Fig. 1: supply network
Pins as bars on the die edge. Tap cells in gray.
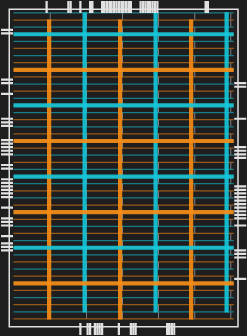
Fig. 2: placement by cell class
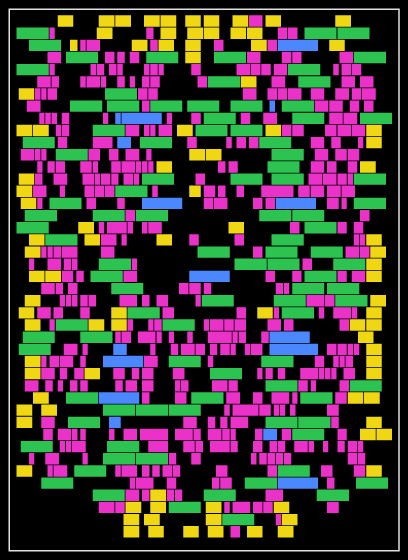
**src/rtl/fwd_hazard_unit.sv**
```systemverilog
// rtl/fwd_hazard_unit.sv - forwarding selects, load-use stall, redirect flush and perf counters
//
// Tracks register metadata for the EX, MEM and WB slots in lockstep with the
// datapath pipeline registers and derives from it:
//   fwd_a_sel/fwd_b_sel : EX operand source, 00 regfile, 01 WB, 10 MEM
//   stall_pc/stall_if_id: hold fetch and IF/ID on a load-use hazard
//   bubble_id_ex        : load a NOP into ID/EX (load-use or redirect)
//   flush_if_id         : invalidate IF/ID on an EX redirect
//   stall_count         : saturating count of load-use stall cycles
//   flush_count         : saturating count of redirect events
// Inputs: clk, rst (sync, active-high), id_* metadata of the ID instruction,
// ex_redirect from the branch unit.
module fwd_hazard_unit #(
    parameter int REG_BITS  = 5,
    parameter int CNT_WIDTH = 32
) (
    input  logic                 clk,
    input  logic                 rst,
    input  logic                 id_valid,
    input  logic [REG_BITS-1:0]  id_rs1,
    input  logic [REG_BITS-1:0]  id_rs2,
    input  logic                 id_uses_rs1,
    input  logic                 id_uses_rs2,
    input  logic [REG_BITS-1:0]  id_rd,
    input  logic                 id_reg_write,
    input  logic                 id_mem_read,
    input  logic                 ex_redirect,
    output logic [1:0]           fwd_a_sel,
    output logic [1:0]           fwd_b_sel,
    output logic                 stall_pc,
    output logic                 stall_if_id,
    output logic                 bubble_id_ex,
    output logic                 flush_if_id,
    output logic [CNT_WIDTH-1:0] stall_count,
    output logic [CNT_WIDTH-1:0] flush_count
);

    // EX slot
    logic                ex_valid_q, ex_valid_d;
    logic [REG_BITS-1:0] ex_rs1_q, ex_rs1_d;
    logic [REG_BITS-1:0] ex_rs2_q, ex_rs2_d;
    logic                ex_uses_rs1_q, ex_uses_rs1_d;
    logic                ex_uses_rs2_q, ex_uses_rs2_d;
    logic [REG_BITS-1:0] ex_rd_q, ex_rd_d;
    logic                ex_reg_write_q, ex_reg_write_d;
    logic                ex_mem_read_q, ex_mem_read_d;

    // MEM and WB slots
    logic                mem_valid_q, mem_reg_write_q;
    logic [REG_BITS-1:0] mem_rd_q;
    logic                wb_valid_q, wb_reg_write_q;
    logic [REG_BITS-1:0] wb_rd_q;

    logic [CNT_WIDTH-1:0] stall_count_q, stall_count_d;
    logic [CNT_WIDTH-1:0] flush_count_q, flush_count_d;

    logic mem_wr_live, wb_wr_live;
    logic mem_hit_a, wb_hit_a, mem_hit_b, wb_hit_b;
    logic luh;

    // A slot can only be a forwarding source if it really writes a non-x0 register.
    assign mem_wr_live = mem_valid_q & mem_reg_write_q & (mem_rd_q != '0);
    assign wb_wr_live  = wb_valid_q  & wb_reg_write_q  & (wb_rd_q  != '0);

    assign mem_hit_a = ex_valid_q & ex_uses_rs1_q & mem_wr_live & (mem_rd_q == ex_rs1_q);
    assign wb_hit_a  = ex_valid_q & ex_uses_rs1_q & wb_wr_live  & (wb_rd_q  == ex_rs1_q);
    assign mem_hit_b = ex_valid_q & ex_uses_rs2_q & mem_wr_live & (mem_rd_q == ex_rs2_q);
    assign wb_hit_b  = ex_valid_q & ex_uses_rs2_q & wb_wr_live  & (wb_rd_q  == ex_rs2_q);

    // MEM holds the younger result, so it wins over WB.
    assign fwd_a_sel = mem_hit_a ? 2'b10 : (wb_hit_a ? 2'b01 : 2'b00);
    assign fwd_b_sel = mem_hit_b ? 2'b10 : (wb_hit_b ? 2'b01 : 2'b00);

    // Only a load sitting in EX forces a stall; once it reaches MEM its data
    // arrives through the WB forwarding path in time.
    assign luh = id_valid & ex_valid_q & ex_mem_read_q & (ex_rd_q != '0) &
                 ((id_uses_rs1 & (id_rs1 == ex_rd_q)) |
                  (id_uses_rs2 & (id_rs2 == ex_rd_q)));

    // Redirect squashes the ID instruction anyway, so stalling would be pointless.
    assign flush_if_id  = ex_redirect;
    assign stall_pc     = luh & ~ex_redirect;
    assign stall_if_id  = luh & ~ex_redirect;
    assign bubble_id_ex = ex_redirect | luh;

    assign stall_count = stall_count_q;
    assign flush_count = flush_count_q;

    always_comb begin
        ex_valid_d     = 1'b0;
        ex_rs1_d       = '0;
        ex_rs2_d       = '0;
        ex_uses_rs1_d  = 1'b0;
        ex_uses_rs2_d  = 1'b0;
        ex_rd_d        = '0;
        ex_reg_write_d = 1'b0;
        ex_mem_read_d  = 1'b0;
        if (!bubble_id_ex) begin
            ex_valid_d     = id_valid;
            ex_rs1_d       = id_rs1;
            ex_rs2_d       = id_rs2;
            ex_uses_rs1_d  = id_uses_rs1;
            ex_uses_rs2_d  = id_uses_rs2;
            ex_rd_d        = id_rd;
            ex_reg_write_d = id_reg_write;
            ex_mem_read_d  = id_mem_read;
        end
    end

    always_comb begin
        stall_count_d = stall_count_q;
        flush_count_d = flush_count_q;
        if (stall_pc && (stall_count_q != '1)) begin
            stall_count_d = stall_count_q + CNT_WIDTH'(1);
        end
        if (ex_redirect && (flush_count_q != '1)) begin
            flush_count_d = flush_count_q + CNT_WIDTH'(1);
        end
    end

    always_ff @(posedge clk) begin
        if (rst) begin
            ex_valid_q      <= 1'b0;
            ex_rs1_q        <= '0;
            ex_rs2_q        <= '0;
            ex_uses_rs1_q   <= 1'b0;
            ex_uses_rs2_q   <= 1'b0;
            ex_rd_q         <= '0;
            ex_reg_write_q  <= 1'b0;
            ex_mem_read_q   <= 1'b0;
            mem_valid_q     <= 1'b0;
            mem_rd_q        <= '0;
            mem_reg_write_q <= 1'b0;
            wb_valid_q      <= 1'b0;
            wb_rd_q         <= '0;
            wb_reg_write_q  <= 1'b0;
            stall_count_q   <= '0;
            flush_count_q   <= '0;
        end else begin
            ex_valid_q      <= ex_valid_d;
            ex_rs1_q        <= ex_rs1_d;
            ex_rs2_q        <= ex_rs2_d;
            ex_uses_rs1_q   <= ex_uses_rs1_d;
            ex_uses_rs2_q   <= ex_uses_rs2_d;
            ex_rd_q         <= ex_rd_d;
            ex_reg_write_q  <= ex_reg_write_d;
            ex_mem_read_q   <= ex_mem_read_d;
            mem_valid_q     <= ex_valid_q;
            mem_rd_q        <= ex_rd_q;
            mem_reg_write_q <= ex_reg_write_q;
            wb_valid_q      <= mem_valid_q;
            wb_rd_q         <= mem_rd_q;
            wb_reg_write_q  <= mem_reg_write_q;
            stall_count_q   <= stall_count_d;
            flush_count_q   <= flush_count_d;
        end
    end

endmodule
```
**config.mk**
```make
export PLATFORM = sky130hd
export DESIGN_NAME = fwd_hazard_unit
export DESIGN_NICKNAME = d
export VERILOG_FILES = /design/src/rtl/fwd_hazard_unit.sv
export SDC_FILE = /design/constraint.sdc
export NUM_CORES = 1
export LEC_CHECK = 0
export CORE_ASPECT_RATIO = 1.4
export CORE_UTILIZATION = 45
export DETAILED_ROUTE_END_ITERATION = 10
export PLACE_DENSITY_LB_ADDON = 0.1
export REMOVE_ABC_BUFFERS = 1
export SLEW_MARGIN = 25
export SYNTH_ARGS = -nofsm -noshare
export SYNTH_HDL_FRONTEND = slang
export SYNTH_SLANG_ARGS = --single-unit
```
**constraint.sdc**
```tcl
create_clock -name clk -period 6.8 [get_ports clk]
set_input_delay 0.68 -clock clk [delete_from_list [all_inputs] [get_ports clk]]
set_output_delay 0.68 -clock clk [all_outputs]
set_load 0.03 [all_outputs]
```
==> out/results.ini <==
[power]
p_per_area_nw_per_um2 = 198
p_clk_share_pct = 43.9
power_leakage_nw = 1.94
p_seq_mw = 0.590
swShare_pct = 22.2
total_power_mw = 1.16

[logic_synthesis]
synth_adder_area_share_pct = 0.552
ys_warn_count = 0
ys_cells = 514
synth-seq-cells = 98
seq_area_frac_synth_pct = 43.3
xor_share_pct = 11.2
yosysTopAreaCell = dfxtp_1
area_leaders = dfxtp_1, xnor2_1, nor2_1, xor2_1, and2_1
mux_share_pct = 2.65
flop_cell = dfxtp_1
netlist_top_cells_count = dfxtp_1, nor2_1, xnor2_1
syn-mean-instance-area_um2 = 8.82
aoi_share_pct = 9.21

[clock_network]
cts-root-buf = clkbuf_16
postCtsResizedCells = 0
cts_buffer_depth = 2
cts.sinks = 98
clk_pin_slew_ns = 0.07

[min_path]
min_path_cells = 1
min_to = mem_reg_write_q
min-delay-start = ex_reg_write_q

[finish]
drive_gt1_share_pct = 6.29
clk_share_pct = 5.07
nClkBuffers = 11
syn_to_final_growth_pct = 28.8
final_util_pct = 59.3
seq_cell_count = 98
multi_input_comb_cells = 380
fillers = 896
instances_no_fill = 739

[flow_run]
cap_violations = 0

[status]
status = completed

[floorplanning]
fp_util_pct = 46.1

[critical_path]
crit_path_end = stall_if_id
crit_cells = 6
crit_top_cell = clkdlybuf4s50_1
path_cells = clkdlybuf4s50_1 -> xnor2_1 -> nand4_1 -> o22ai_4 -> and2_1 -> clkdlybuf4s50_1
critPathMaxFanout = 7
cp_top_family = buffers and inverters
worst_ep_required_time_ns = 6.12

[final_timing]
max_freq_mhz = 291
holdWs_ns = 0.435
setup_viol_count_final = 0
worst_slack_ns = 3.36
tightest_slew_ns = 0.825

[grt]
grt_overflow_total = 0
grt_pass1_wl_um = 17200

[detailed_routing]
ant_nets = 0
drt_first_pass_iters = 4
drt_iter0_markers = 158
vias = 3867

[place]
gp_congestion = 0.844
dp_slack_ns = 3.34

Back to the opening pictures, Fig. 1:
color	net
orange	VSS
cyan	VDD
tap cells	135
signal pins	95
Die Ht: 121 µm
Core ar.: 9850 µm²
Die W: 86.9 µm
maximum VDD drop: 0.118 mV

Back to the opening pictures, Fig. 2:
color	class	cells	share of their area
blue	clock drivers and dummy loads	16	5.2%
magenta	all other logic	395	44%
green	flip-flops	98	35%
yellow	other buffers and delay cells	95	17%
final instance area: 5840 µm²
sequential share of cell area: 33.6%
row count: 43

==> layout by cell type, fill, tap and decap left out, types with 4 or more instances in the layout <==
cell type	instances
dfxtp_1	98
clkdlybuf4s50_1	93
nor2_1	63
xnor2_1	40
nand2_1	28
nand3_1	26
and2_1	22
a21oi_1	21
nor2b_1	21
nand4_1	19
xor2_1	18
o21ai_0	17
inv_1	15
or4_1	14
or3_1	12
o31ai_1	11
nor4_1	9
clkbuf_16	9
and4_1	6
nor3_1	5
mux2_2	5
o211ai_1	4
or2_2	4
==> per-layer routing <==
layer / part of all wire [%] / global-route usage (%)
met3: 4.4 / 4.51
met4: 2.4 / 10.5
met2: 51 / 37.1
met1: 42 / 24.0
met5: 0 / 0
